--- config.mk ---
export PLATFORM = sky130hd
export DESIGN_NAME = lsq_mem_issue
export DESIGN_NICKNAME = d
export VERILOG_FILES = /design/src/rtl/lsq_mem_issue.sv
export SDC_FILE = /design/constraint.sdc
export NUM_CORES = 1
export LEC_CHECK = 0
export ABC_CLOCK_PERIOD_IN_PS = 4000
export CORE_ASPECT_RATIO = 1.2
export CORE_MARGIN = 2
export CORE_UTILIZATION = 40
export DETAILED_ROUTE_END_ITERATION = 8
export PLACE_DENSITY = 0.63
export REMOVE_ABC_BUFFERS = 1
export SYNTH_ARGS = -nofsm -noshare
export SYNTH_HDL_FRONTEND = slang
export SYNTH_SLANG_ARGS = --single-unit
export TNS_END_PERCENT = 1
--- constraint.sdc ---
create_clock -name clk -period 4 [get_ports clk]
set_input_delay 0.4 -clock clk [delete_from_list [all_inputs] [get_ports clk]]
set_output_delay 0.4 -clock clk [all_outputs]
set_load 0.01 [all_outputs]
--- src/rtl/lsq_mem_issue.sv ---
// lsq_mem_issue: in-order load/store issue queue in front of the byte-addressed data RAM.
// Ops from the reservation stations are queued with their effective address (base + offset).
// They are then issued to the RAM one at a time. Load results go out on the CDB, and each
// completed store produces a one-cycle st_done pulse.
//
// Optional feature macro: MEM_CHECK_EN.
//   When defined, misaligned or out-of-range ops are never sent to the RAM.
//   Each such op is retired with a one-cycle err/err_tag pulse.
//   The err and err_tag ports exist only in this build.
//
// Ports:
//   clk, rst             clock, synchronous active-high reset
//   in_valid/in_ready    op handshake; in_ready = queue not full
//   in_is_store, in_tag  op kind and producer tag
//   in_base, in_offset   address operands; EA = base + offset (mod 2^32)
//   in_data              store data
//   mem_addr, mem_wdata  RAM address and big-endian write data
//   mem_nRD, mem_nWR     active-low strobes, low only in the ACCESS cycle
//   mem_rdata            RAM read data
//   cdb_valid/tag/data   load broadcast, held stable until cdb_grant
//   cdb_grant            arbiter accepts the broadcast
//   st_done, st_tag      store completion pulse
//   err, err_tag         rejected-op pulse (MEM_CHECK_EN only)
module lsq_mem_issue #(
    parameter int unsigned DEPTH   = 4,
    parameter int unsigned TAG_W   = 4,
    parameter int unsigned MEM_TOP = 57
) (
    input  logic             clk,
    input  logic             rst,
    input  logic             in_valid,
    output logic             in_ready,
    input  logic             in_is_store,
    input  logic [TAG_W-1:0] in_tag,
    input  logic [31:0]      in_base,
    input  logic [31:0]      in_offset,
    input  logic [31:0]      in_data,
    output logic [31:0]      mem_addr,
    output logic [31:0]      mem_wdata,
    output logic             mem_nRD,
    output logic             mem_nWR,
    input  logic [31:0]      mem_rdata,
    output logic             cdb_valid,
    output logic [TAG_W-1:0] cdb_tag,
    output logic [31:0]      cdb_data,
    input  logic             cdb_grant,
    output logic             st_done,
    output logic [TAG_W-1:0] st_tag
`ifdef MEM_CHECK_EN
    ,
    output logic             err,
    output logic [TAG_W-1:0] err_tag
`endif
);

    localparam int unsigned PTR_W = $clog2(DEPTH);
    localparam int unsigned CNT_W = $clog2(DEPTH) + 1;

    // Elaboration-time parameter sanity
    if (DEPTH < 2 || (DEPTH & (DEPTH - 1)) != 0 || MEM_TOP < 3) begin : g_bad_params
        $error("lsq_mem_issue: DEPTH must be a power of 2 >= 2 and MEM_TOP >= 3");
    end

    typedef enum logic [1:0] {IDLE, ACCESS, BCAST} state_t;

    state_t state, state_nxt;

    logic [31:0]      q_ea   [DEPTH];
    logic [31:0]      q_data [DEPTH];
    logic [TAG_W-1:0] q_tag  [DEPTH];
    logic             q_st   [DEPTH];
    logic [PTR_W-1:0] wr_ptr, rd_ptr;
    logic [CNT_W-1:0] count;

    logic push_c, pop_c, not_empty_c, access_bad_c;
    logic [31:0]      head_ea, head_data;
    logic [TAG_W-1:0] head_tag;
    logic             head_st;

    logic [31:0]      mem_addr_nxt, mem_wdata_nxt, cdb_data_nxt;
    logic             mem_nrd_nxt, mem_nwr_nxt, cdb_valid_nxt, st_done_nxt;
    logic [TAG_W-1:0] cdb_tag_nxt, st_tag_nxt;

    assign in_ready    = (count != CNT_W'(DEPTH));
    assign push_c      = in_valid && in_ready;
    assign not_empty_c = (count != CNT_W'(0));
    assign head_ea     = q_ea[rd_ptr];
    assign head_data   = q_data[rd_ptr];
    assign head_tag    = q_tag[rd_ptr];
    assign head_st     = q_st[rd_ptr];

`ifdef MEM_CHECK_EN
    logic             head_bad_c, bad_q, bad_nxt, err_nxt;
    logic [TAG_W-1:0] err_tag_nxt;

    assign head_bad_c   = (head_ea[1:0] != 2'b00) || (head_ea > 32'(MEM_TOP));
    assign access_bad_c = bad_q;
`else
    assign access_bad_c = 1'b0;
`endif

    // Queue payload; only pointers and count are reset, so a flush just empties the ring
    always_ff @(posedge clk) begin
        if (push_c) begin
            q_ea[wr_ptr]   <= in_base + in_offset;
            q_data[wr_ptr] <= in_data;
            q_tag[wr_ptr]  <= in_tag;
            q_st[wr_ptr]   <= in_is_store;
        end
    end

    // Ring pointers and occupancy
    always_ff @(posedge clk) begin
        if (rst) begin
            wr_ptr <= '0;
            rd_ptr <= '0;
            count  <= '0;
        end else begin
            if (push_c) wr_ptr <= wr_ptr + PTR_W'(1);
            if (pop_c)  rd_ptr <= rd_ptr + PTR_W'(1);
            case ({push_c, pop_c})
                2'b10:   count <= count + CNT_W'(1);
                2'b01:   count <= count - CNT_W'(1);
                default: count <= count;
            endcase
        end
    end

    // State register
    always_ff @(posedge clk) begin
        if (rst) state <= IDLE;
        else     state <= state_nxt;
    end

    // Next-state logic
    always_comb begin
        state_nxt = state;
        case (state)
            IDLE:    if (not_empty_c) state_nxt = ACCESS;
            ACCESS:  state_nxt = (head_st || access_bad_c) ? IDLE : BCAST;
            BCAST:   if (cdb_grant) state_nxt = IDLE;
            default: state_nxt = IDLE;
        endcase
    end

    // Output / pop logic: next values for the registered outputs
    always_comb begin
        mem_addr_nxt  = mem_addr;
        mem_wdata_nxt = mem_wdata;
        mem_nrd_nxt   = 1'b1;
        mem_nwr_nxt   = 1'b1;
        cdb_valid_nxt = cdb_valid;
        cdb_tag_nxt   = cdb_tag;
        cdb_data_nxt  = cdb_data;
        st_done_nxt   = 1'b0;
        st_tag_nxt    = st_tag;
        pop_c         = 1'b0;
`ifdef MEM_CHECK_EN
        bad_nxt       = bad_q;
        err_nxt       = 1'b0;
        err_tag_nxt   = err_tag;
`endif
        case (state)
            IDLE: begin
                if (not_empty_c) begin
                    mem_addr_nxt = head_ea;
`ifdef MEM_CHECK_EN
                    bad_nxt = head_bad_c;
                    if (!head_bad_c) begin
`else
                    begin
`endif
                        if (head_st) begin
                            mem_wdata_nxt = head_data;
                            mem_nwr_nxt   = 1'b0;
                        end else begin
                            mem_nrd_nxt   = 1'b0;
                        end
                    end
                end
            end
            ACCESS: begin
                if (access_bad_c) begin
                    pop_c = 1'b1;
`ifdef MEM_CHECK_EN
                    err_nxt     = 1'b1;
                    err_tag_nxt = head_tag;
`endif
                end else if (head_st) begin
                    pop_c       = 1'b1;
                    st_done_nxt = 1'b1;
                    st_tag_nxt  = head_tag;
                end else begin
                    cdb_valid_nxt = 1'b1;
                    cdb_tag_nxt   = head_tag;
                    cdb_data_nxt  = mem_rdata;
                end
            end
            BCAST: begin
                if (cdb_grant) begin
                    pop_c         = 1'b1;
                    cdb_valid_nxt = 1'b0;
                end
            end
            default: ;
        endcase
    end

    // Output registers
    always_ff @(posedge clk) begin
        if (rst) begin
            mem_addr  <= '0;
            mem_wdata <= '0;
            mem_nRD   <= 1'b1;
            mem_nWR   <= 1'b1;
            cdb_valid <= 1'b0;
            cdb_tag   <= '0;
            cdb_data  <= '0;
            st_done   <= 1'b0;
            st_tag    <= '0;
`ifdef MEM_CHECK_EN
            bad_q     <= 1'b0;
            err       <= 1'b0;
            err_tag   <= '0;
`endif
        end else begin
            mem_addr  <= mem_addr_nxt;
            mem_wdata <= mem_wdata_nxt;
            mem_nRD   <= mem_nrd_nxt;
            mem_nWR   <= mem_nwr_nxt;
            cdb_valid <= cdb_valid_nxt;
            cdb_tag   <= cdb_tag_nxt;
            cdb_data  <= cdb_data_nxt;
            st_done   <= st_done_nxt;
            st_tag    <= st_tag_nxt;
`ifdef MEM_CHECK_EN
            bad_q     <= bad_nxt;
            err       <= err_nxt;
            err_tag   <= err_tag_nxt;
`endif
        end
    end

endmodule

Figure 1. Port wiring (run 1).
Scale bar: 50 um.
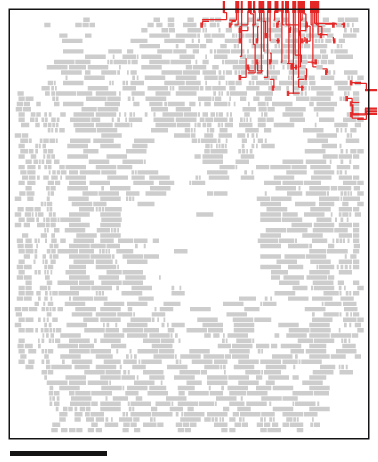
- mem_rdata: red (bits 32; direction input; end cells 32; buffers 32; wire 792 um)

Figure 2. Routing congestion map (run 1).
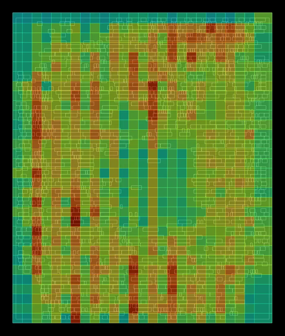
busiest grt layer: met2
drt wl/cell: 17.8 um
Final Util: 0.517

Figure 3. Met1 routing (run 1).
Scale bar: 50 um. Supply wires on this layer in gray. Cells faint in the background.
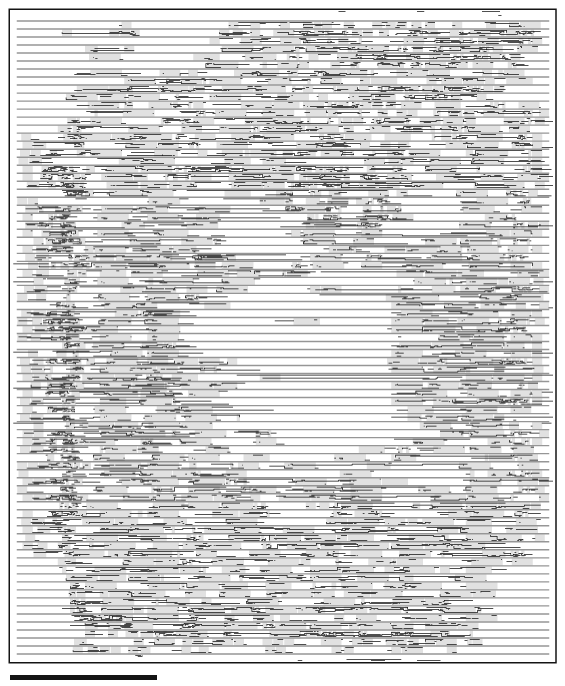
- wire length on this layer: 14200 um
- nets with wire on the layer: 1403
- longest straight run: 107 um
- main direction: horizontal

==> results.json, run 1 <==
{
  "worstMarginPinSlew_ps": 1040,
  "antenna_found_initial": 0,
  "edf_count": 276,
  "drt_iter0_markers": 476,
  "yosys_area_um2": 15700,
  "crit_type": "flop to flop",
  "worstPathArrival_ps": 3520,
  "holdBufCountCts": 0,
  "period_used_share": 0.765,
  "ys_types": 53,
  "cts.repair.resized": 0,
  "dp_cells": 1845,
  "netlist_instances": 1118,
  "leakagePower_nw": 6.72,
  "yosys_most_used_dff": "edfxtp_1",
  "hpwlAfterDp_um": 21800,
  "syn-mean-instance-area_um2": 14.1,
  "relSlewSlack": 0.309,
  "area_growth_pct": 27.5,
  "die-width_um": 185,
  "async_reset_ff_frac": 0,
  "synthMuxAreaShare": 0.101,
  "io_pins": 246,
  "num_vias": 9613,
  "drive_above_1_share": 0.113,
  "setup_viol": 0,
  "crit_fanout": 7,
  "cap_viol_max_count": 0,
  "yosysCellCount": 1118,
  "ys_sh_adder": 0.0335,
  "clkTransAtPathRegs_ps": 60,
  "avgViaCountPerCell": 5.02,
  "initial_core_util": 0.405,
  "synth_seq_share": 0.678,
  "cts_tree": "built",
  "post_cts_buffers": 0,
  "antenna_cells": 0,
  "startpoint_type": "flop",
  "routabilityCongestion": 0.834,
  "yosys_warnings": 0,
  "power.density_nw_per_um2": 512,
  "dieHeight_um": 221,
  "status": "finished clean",
  "peakVddDrop_mv": 0.276,
  "numCtsBuffers": 39,
  "ys_sh_simple": 0.0784,
  "numSynthFlops": 395,
  "fin_cells": 1916,
  "grt_pass1_wl_um": 53600,
  "drc": 0,
  "hold_violations": 0,
  "finalClockSkew_ps": 14.2,
  "ys_sh_xor": 0.0200,
  "dr.pass1.iters": 4,
  "htreeDepth": 2,
  "top_logic_kind": "multiplexers",
  "core_um2": 38800,
  "grt_pass1_vias": 9788,
  "clockBufferDepth": 3,
  "clkSinkCount": 395,
  "rsz0062_at_grt": "no",
  "fmax_mhz": 327,
  "num_rows": 79,
  "final_antenna_net_count": 0,
  "grt_util_all_layers": 0.168,
  "wirelength_um": 34100,
  "warning_count": 30,
  "critical_path_required_ps": 4460,
  "portBuffers": 245,
  "overflow": 0,
  "root_buffer": "clkbuf_16",
  "syn_area_um2": 15700,
  "report.final.slew_viol_count": 0,
  "setup.worst_path.end_class": "flop",
  "clkLatencyLatePin_ps": 530,
  "nNetsFinal": 1538,
  "worstHoldPathType": "input pin to flop",
  "grt_max_degree": 66,
  "die-area_um2": 41000,
  "tns_ps": 0,
  "period_minus_slack_ps": 3060,
  "synthAoiAreaFrac": 0.0703
}
==> run 1: per-layer routing <==
metal | share of wire | global-route usage | vias to the layer above
li1 | - | - | 4611
met1 | 0.42 | 0.204 | 4755
met2 | 0.53 | 0.308 | 199
met3 | 0.034 | 0.0222 | 48
met4 | 0.023 | 0.0504 | 0
met5 | 0 | 0 | -
==> run 1: layout make-up <==
cell class,instances,area (um2)
fillers,3314,18800
flip-flops and latches,395,10700
multi-input cells,650,4810
repair buffers,258,2600
clock buffers,56,1120
well taps,526,658
clock inverters,15,148
inverters,16,60.1
==> run 1: synth_stat cells (all sizes together), types with 7 or more instances <==
cell type    n  area (um2)
and3         7        43.8
edfxtp     276        8290
nor2        31         116
inv         16        60.1
xnor2       22         193
clkbuf      39         148
nand2      228         856
buf         18        87.6
xor2        14         123
dfxtp      119        2380
a21oi      132         664
nand3        9        45.0
o21ai       22         110
a31oi        7        43.8
ha          39         488
a21o        12        91.3
mux4        69        1550
==> run 1: worst max-delay path: stages, from the launching register on <==
cell      delay (ps)
dfxtp_1          520
mux4_2           380
nand2_1          240
a21boi_0         540
ha_1             280
inv_1             60
fa_1             370
xor2_1           160
or3_1            300
a21oi_1          140
==> run 1: where the power goes <==
group	internal [mW]	total (mW)	switching, mW
sequential	4.80	4.96	0.154
clock	2.15	3.60	1.46
combinational	0.800	1.72	0.919
total	7.75	10.3	2.53
==> run 1: logic make-up after synthesis <==
family / Yosys count
adder cells (fa/ha/maj): 41
AND-OR/OR-AND: 197
AND/OR/NAND/NOR: 303
buffers and inverters: 73
XOR/XNOR: 36
multiplexers: 73
flip-flops: 395
==> run 1: state kept, by name, indices dropped and copies added, names as in the netlist, 2 cells and up, named ones only <==
name	count
q_ea	128
mem_addr	32
cdb_data	32
q_tag	16
cdb_tag	4
state	2
wr_ptr	2
rd_ptr	2
q_st	4
q_data	128
count	3
st_tag	4
mem_wdata	32
==> run 1: cell usage in the layout (no fill, tap or decap), types with 5 or more instances in the layout <==
cell / n
a21oi_1: 131
nor2_1: 31
o21ai_0: 19
inv_1: 16
buf_4: 10
a21o_1: 11
clkbuf_16: 41
clkdlybuf4s50_1: 244
xor2_1: 14
ha_1: 39
dfxtp_1: 117
xnor2_1: 22
nand2_1: 228
nand4_1: 5
clkbuf_1: 11
a31oi_1: 7
edfxtp_1: 276
clkinv_2: 10
nand3_1: 9
mux4_2: 69
==> run 1: worst paths after layout <==
path	start	endpoint	slack, ps	cells after the start
setup / recovery	flop	count[2]	940	9
hold / removal	rst	st_tag[2]	340	2
setup reg to reg	flop	count[2]	940	9
hold reg to reg	cdb_data[16]	cdb_data[16]	450	2
==> run 1: per-stage QoR <==
step	power, mW	hold WS [ps]	instance area (um2)	worst slack [ps]
finish	10.3	339	20100	940
detailed placement	6.79	446	18800	628
global placement	6.76	441	18800	677
CTS	10.4	314	20100	889
global route	10.7	350	20100	668
floorplan	5.93	463	15500	323
Figure 4. Wiring by layer (run 1).
Two of the layers only.
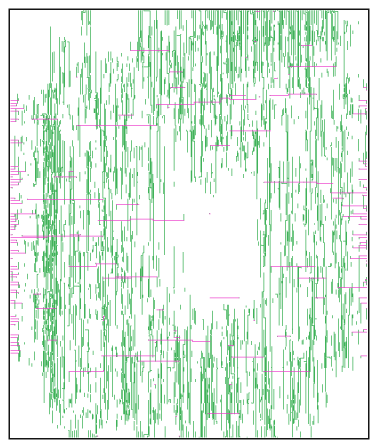

==> run 2: changes to the inputs <==
Settings changed: ABC_CLOCK_PERIOD_IN_PS 4000 to 2960.
Clock period 4 ns to 2.96 ns, I/O delays scaled along.
Figure 5. Wiring by layer (run 2).
Two of the layers only.
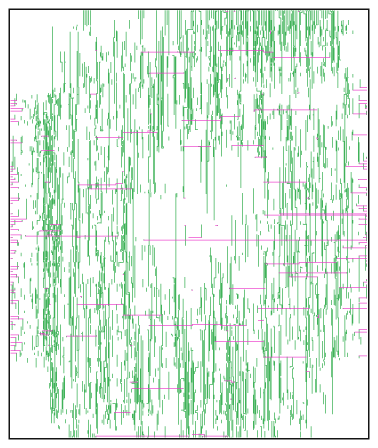
- M2: green (wire length 18300 um)
- M3: magenta (wire length 1390 um)

==> run 2 against run 1 <==
Net effect:
- sequential share of layout area down 0.90 points
- utilization up 0.89 points
- area after synthesis is the same
- flip-flop count unchanged
- cell count is 2.3% higher
- clock skew down 4.7 ps
- power up 36%
- worst setup slack worse by 740 ps
- hold slack worse by 24 ps
- global-route usage grew 0.21 points
- die size did not move
- combinational power is 41% higher
==> results.json, run 2 <==
{
  "numSynthFlops": 395,
  "crit_type": "input pin to flop",
  "worstPathArrival_ps": 3090,
  "portBuffers": 245,
  "yosys_area_um2": 15700,
  "syn-mean-instance-area_um2": 14.1,
  "final_antenna_net_count": 0,
  "mostFrequentLayoutCells": "276 x edfxtp_1, 244 x clkdlybuf4s50_1, 228 x nand2_1",
  "async_reset_ff_frac": 0,
  "period_used_share": 0.932,
  "avgViaCountPerCell": 4.98,
  "clkLatencyLatePin_ps": 520,
  "path_cells": "clkdlybuf4s50_1, ha_1, fa_1, a21o_1, a31oi_1, nor4_1, o21bai_1, a21bo_2, o311ai_1, xor2_1",
  "htreeDepth": 2,
  "yosys_warnings": 0,
  "yosysCellCount": 1118,
  "startpoint_type": "input pin",
  "synthTopCellsByArea": "edfxtp_1 53%, dfxtp_1 15%, mux4_2 9.9%",
  "top_area_cell": "edfxtp_1",
  "initial_core_util": 0.405,
  "numCtsBuffers": 39,
  "drt_iter0_markers": 492,
  "antenna_found_initial": 2,
  "root_buffer": "clkbuf_16",
  "ff2ff_path_depth": 9,
  "cpPeakStageDelay_ps": 540,
  "cap_viol_max_count": 0,
  "rsz0062_at_grt": "no",
  "top_cell": "edfxtp_1",
  "leakagePower_nw": 6.92,
  "post_drt_wl_per_cell_um": 17.5,
  "setup_viol": 0,
  "overflow": 0,
  "worst_slack_ps": 200,
  "status": "finished clean",
  "dr.pass1.iters": 4,
  "dieHeight_um": 221,
  "num_vias": 9752,
  "hpwlAfterDp_um": 22500,
  "hold_depth": 3,
  "grt_max_degree": 68,
  "clockBufferDepth": 3,
  "synth_seq_share": 0.678,
  "period_minus_slack_ps": 2760,
  "peakVddDrop_mv": 0.356,
  "power.density_nw_per_um2": 683,
  "crit_fanout": 4,
  "grt_pass1_vias": 10010,
  "warning_count": 30,
  "area_growth_pct": 29.7,
  "grt_pass1_wl_um": 54000,
  "report.final.slew_viol_count": 0,
  "post_cts_buffers": 0,
  "slowest_stage": "nor4_1",
  "critical_path_required_ps": 3290,
  "worstHoldPathType": "input pin to flop",
  "edf_count": 276,
  "nNetsFinal": 1580,
  "drc": 0,
  "drive_above_1_share": 0.138,
  "finalClockSkew_ps": 9.52,
  "fmax_mhz": 362,
  "pre_cts_ws_ps": -375,
  "core_um2": 38800,
  "whs_ps": 315,
  "mostFrequentLayoutCell": "edfxtp_1",
  "wirelength_um": 34300,
  "worstMarginPinSlew_ps": 908,
  "top_regs": "q_data (128), q_ea (128)",
  "ys_types": 53,
  "holdBufCountCts": 0,
  "netlist_instances": 1118,
  "die-area_um2": 41000,
  "syn_area_um2": 15700,
  "yosysTopAreaCellShare": 0.526,
  "yosys_most_used_dff": "edfxtp_1",
  "io_pins": 246,
  "die-width_um": 185,
  "relSlewSlack": 0.393,
  "num_rows": 79,
  "hold_violations": 0,
  "clkSinkCount": 395,
  "top_cells_by_count": "276 x edfxtp_1, 228 x nand2_1, 131 x a21oi_1",
  "routabilityCongestion": 0.783,
  "setup.worst_path.end_class": "flop",
  "grt_util_all_layers": 0.170,
  "cts.repair.resized": 0,
  "clkTransAtPathRegs_ps": 60,
  "cts_tree": "built"
}
Figure 6. Met1 routing (run 2).
Scale bar: 50 um. Supply wires on this layer in gray. Cells faint in the background.
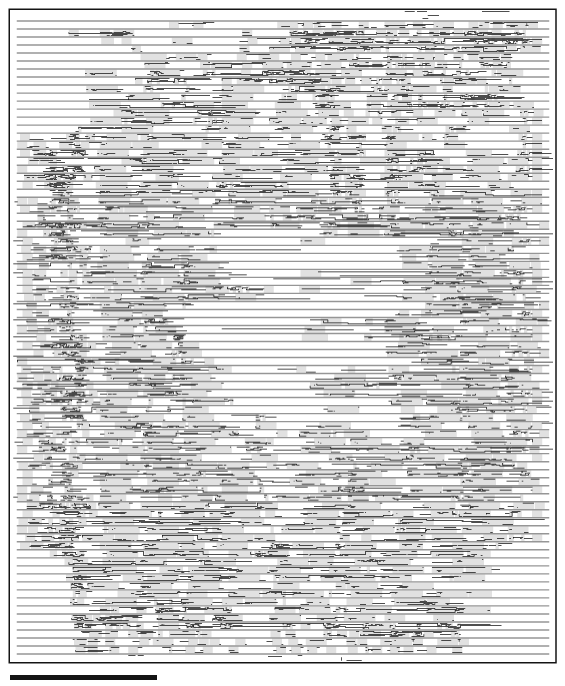
- share of all routed wire: 40%
- main direction: horizontal
- longest straight run: 46.5 um

[run 2: worst paths after layout]
kind	start	to	slack (ps)
setup / recovery	in_base[0]	q_ea[0][24]	200
hold / removal	mem_rdata[21]	cdb_data[21]	320
setup reg to reg	flop	count[2]	360
hold reg to reg	cdb_data[27]	cdb_data[27]	450
[run 2: per-stage QoR]
| stage | utilization | std cells | total power [mW] | TNS (ps) | instance area [um2] |
|---|---|---|---|---|---|
| after global routing | 0.526 | 1959 | 14.6 | 0 | 20400 |
| after global placement | 0.493 | 1887 | 9.22 | -4700 | 19100 |
| after CTS | 0.526 | 1958 | 14.2 | 0 | 20400 |
| after floorplan | - | 1061 | 8.02 | -47140 | 15500 |
| final | 0.526 | 1960 | 13.9 | 0 | 20400 |
| after detailed placement | 0.493 | 1887 | 9.27 | -9390 | 19100 |
[run 2: critical path: cells and delay by family]
kind / cells / cell delay [ps]
AND-OR/OR-AND: 5 / 1070
XOR/XNOR: 1 / 280
buffers and inverters: 1 / 460
adder cells (fa/ha/maj): 2 / 430
AND/OR/NAND/NOR: 1 / 540
[run 2: layout make-up]
class / instances / area [um2]
clock buffer: 61 / 1170
clock inverter: 10 / 100
inverter: 16 / 60.1
sequential: 395 / 10700
tap: 526 / 658
timing repair buffer: 300 / 2940
antenna: 2 / 5.00
multi-input combinational: 650 / 4810
fill: 3307 / 18400
[run 2: logic make-up (layout without fill, tap and decap cells)]
group | count (synthesis) | count (layout) | synth area share
buf+inv | 73 | 387 | 0.0188
compound gates | 197 | 197 | 0.0703
flops | 395 | 395 | 0.678
mux | 73 | 73 | 0.101
xor+xnor | 36 | 36 | 0.0200
simple gates | 303 | 303 | 0.0784
other cells | 0 | 2 | 0
fa+ha+maj | 41 | 41 | 0.0335
[run 2: power breakdown]
part	switching [mW]	leakage [nW]	internal (mW)
Combinational	1.26	2.79	1.15
Sequential	0.190	3.50	6.49
Clock	1.96	0.622	2.89
[run 2: per-layer routing]
metal	track usage	vias up	part of all wire
met3	0.0250	61	0.041
li1	-	4703	-
met2	0.316	212	0.53
met5	0	-	0
met1	0.200	4776	0.40
met4	0.0533	0	0.025
==> run 3: changes to the inputs <==
Settings changed: GPL_ROUTABILITY_DRIVEN set to 0.
Figure 7. Wiring by layer (run 3).
Two of the layers only.
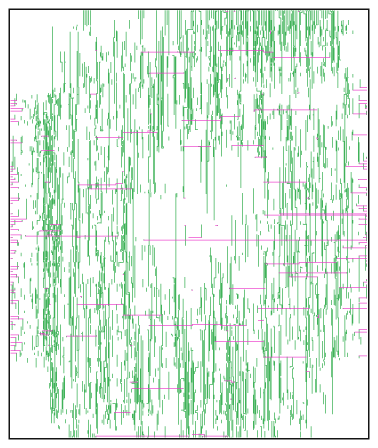
- M3: magenta (wire length 1390 um)
- M2: green (wire length 18300 um)

==> run 3 against run 2 <==
Net effect:
- worst setup slack stayed put
- routed wire length stayed put
- combinational power about the same
- utilization stayed put
- fmax stayed put
- first-iteration DRC count unchanged
- cell count unchanged
==> results.json, run 3 <==
{
  "yosys_most_used_dff": "edfxtp_1",
  "hold_depth": 3,
  "flop_area_um2": 10700,
  "core_um2": 38800,
  "die-width_um": 185,
  "setup_viol": 0,
  "reg2reg_to": "count[2]",
  "yosys_warnings": 0,
  "power.density_nw_per_um2": 683,
  "edf_count": 276,
  "whs_ps": 315,
  "fin_cells": 1960,
  "dp_cells": 1887,
  "clkTransAtPathRegs_ps": 60,
  "yosysCellCount": 1118,
  "drt_iter0_markers": 492,
  "wirelength_um": 34300,
  "yosys_area_um2": 15700,
  "final_antenna_net_count": 0,
  "crit_type": "input pin to flop",
  "leakagePower_nw": 6.92,
  "relSlewSlack": 0.393,
  "report.final.slew_viol_count": 0,
  "dieHeight_um": 221,
  "min-delay-start": "mem_rdata[21]",
  "yosysTopAreaCellShare": 0.526,
  "crit_fanout": 4,
  "ff2ff_path_depth": 9,
  "synth_seq_share": 0.678,
  "cap_viol_max_count": 0,
  "clkLatencyLatePin_ps": 520,
  "grt_pass1_vias": 10010,
  "worstHoldEndpoint": "cdb_data[21]",
  "syn_area_um2": 15700,
  "nNetsFinal": 1580,
  "post_cts_buffers": 0,
  "top_regs": "q_data (128), q_ea (128)",
  "hold_violations": 0,
  "worstPathArrival_ps": 3090,
  "numCtsBuffers": 39,
  "finalClockSkew_ps": 9.52,
  "setup.worst_path.end_class": "flop",
  "netlist_instances": 1118,
  "peakVddDrop_mv": 0.356,
  "cts_tree": "built",
  "critical_path_required_ps": 3290,
  "numSynthFlops": 395,
  "portBuffers": 245,
  "rrSetupSlack_ps": 360,
  "holdBufCountCts": 0,
  "drive_above_1_share": 0.138,
  "layout.area.comb_um2": 4810,
  "mostFrequentLayoutCell": "edfxtp_1",
  "grt_max_degree": 68,
  "top_area_cell": "edfxtp_1",
  "die-area_um2": 41000,
  "fin_total_pwr_mw": 13.9,
  "dr.pass1.iters": 4,
  "post_drt_wl_per_cell_um": 17.5,
  "htreeDepth": 2,
  "period_minus_slack_ps": 2760,
  "num_rows": 79,
  "initial_core_util": 0.405,
  "avgViaCountPerCell": 4.98,
  "top_cell": "edfxtp_1",
  "startpoint_type": "input pin",
  "drc": 0,
  "clockBufferDepth": 3,
  "synthTopCellsByArea": "edfxtp_1 53%, dfxtp_1 15%, mux4_2 9.9%",
  "overflow": 0,
  "root_buffer": "clkbuf_16",
  "top_cells_by_count": "276 x edfxtp_1, 228 x nand2_1, 131 x a21oi_1",
  "num_vias": 9752,
  "async_reset_ff_frac": 0,
  "grt_pass1_wl_um": 54000,
  "status": "finished clean",
  "syn-mean-instance-area_um2": 14.1,
  "worstMarginPinSlew_ps": 908,
  "fillCellCount": 3307,
  "clkSinkCount": 395,
  "cts.repair.resized": 0,
  "area_growth_pct": 29.7,
  "hpwlAfterDp_um": 22500,
  "ys_types": 53,
  "grt_util_all_layers": 0.170,
  "period_used_share": 0.932,
  "warning_count": 30,
  "io_pins": 246,
  "rsz0062_at_grt": "no",
  "mostFrequentLayoutCells": "276 x edfxtp_1, 244 x clkdlybuf4s50_1, 228 x nand2_1",
  "antenna_found_initial": 2,
  "fmax_mhz": 362,
  "worstHoldPathType": "input pin to flop"
}
Figure 8. Port wiring (run 3).
Scale bar: 50 um.
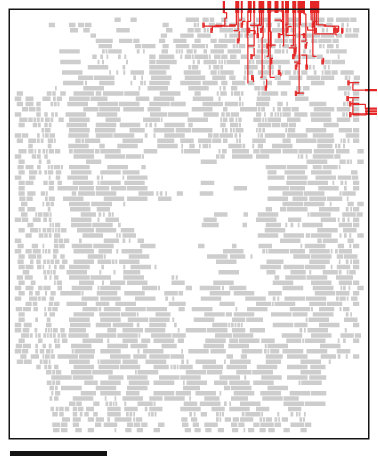
- mem_rdata: red (bits 32; direction input; end cells 32; buffers 32; wire 746 um)

-- run 3: cell counts after synthesis --
No cell type changed its count.
-- run 3: through the flow --
stage	worst slack (ps)	util	instance area, um2	TNS [ps]
2_1_floorplan	-717	-	15500	-47140
4_1_cts	160	0.526	20400	0
6_report	200	0.526	20400	0
5_1_grt	34.8	0.526	20400	0
3_5_place_dp	-375	0.493	19100	-9390
3_3_place_gp	-253	0.493	19100	-4700
-- run 3: cells by family after synthesis --
group                      synth area share
DFF                                   0.678
and+or+nand+nor                      0.0784
AOI/OAI and AO/OA                    0.0703
buffers and inverters                0.0188
muxes                                 0.101
adders and majority gates            0.0335
xor gates and xnor gates             0.0200
-- run 3: worst max-delay path: stages --
cell and delay, ps:
clkdlybuf4s50_1 460, ha_1 200, fa_1 230, a21o_1 170, a31oi_1 140, nor4_1 540
o21bai_1 230, a21bo_2 260, o311ai_1 270, xor2_1 280
-- run 3: layout make-up --
cell class,count,share of cell area
sequential,395,0.523
multi-input combinational,650,0.236
timing repair buffer,300,0.144
clock buffer,61,0.0573
tap,526,0.0322
clock inverter,10,0.00490
inverter,16,0.00294
antenna,2,0.000245
-- run 3: power by group --
part	total (mW)	internal, mW	switching, mW
clock	4.85	2.89	1.96
combinational	2.42	1.15	1.26
sequential	6.68	6.49	0.190
-- run 3: how the worst max path moves through the flow --
stage / startpoint / endpoint / slack (ps) / cells after the start
2_1_floorplan: rd_ptr[0] / mem_wdata[0] / -720 / 3
3_3_place_gp: in_base[0] / q_ea[0][24] / -250 / 10
3_5_place_dp: in_base[0] / q_ea[2][24] / -380 / 10
4_1_cts: in_base[0] / q_ea[3][24] / 160 / 10
5_1_grt: in_base[0] / q_ea[0][30] / 30 / 10
6_report: in_base[0] / q_ea[0][24] / 200 / 10
-- run 3: routing by layer --
metal	wire length, um	part of all wire	global-route usage	vias up
met5	0	0	0	-
met4	872	0.025	0.0533	0
met3	1390	0.041	0.0250	61
met2	18300	0.53	0.316	212
met1	13700	0.40	0.200	4776
li1	-	-	-	4703
Power figures rest on the tool's default switching activity, not on a simulated workload.
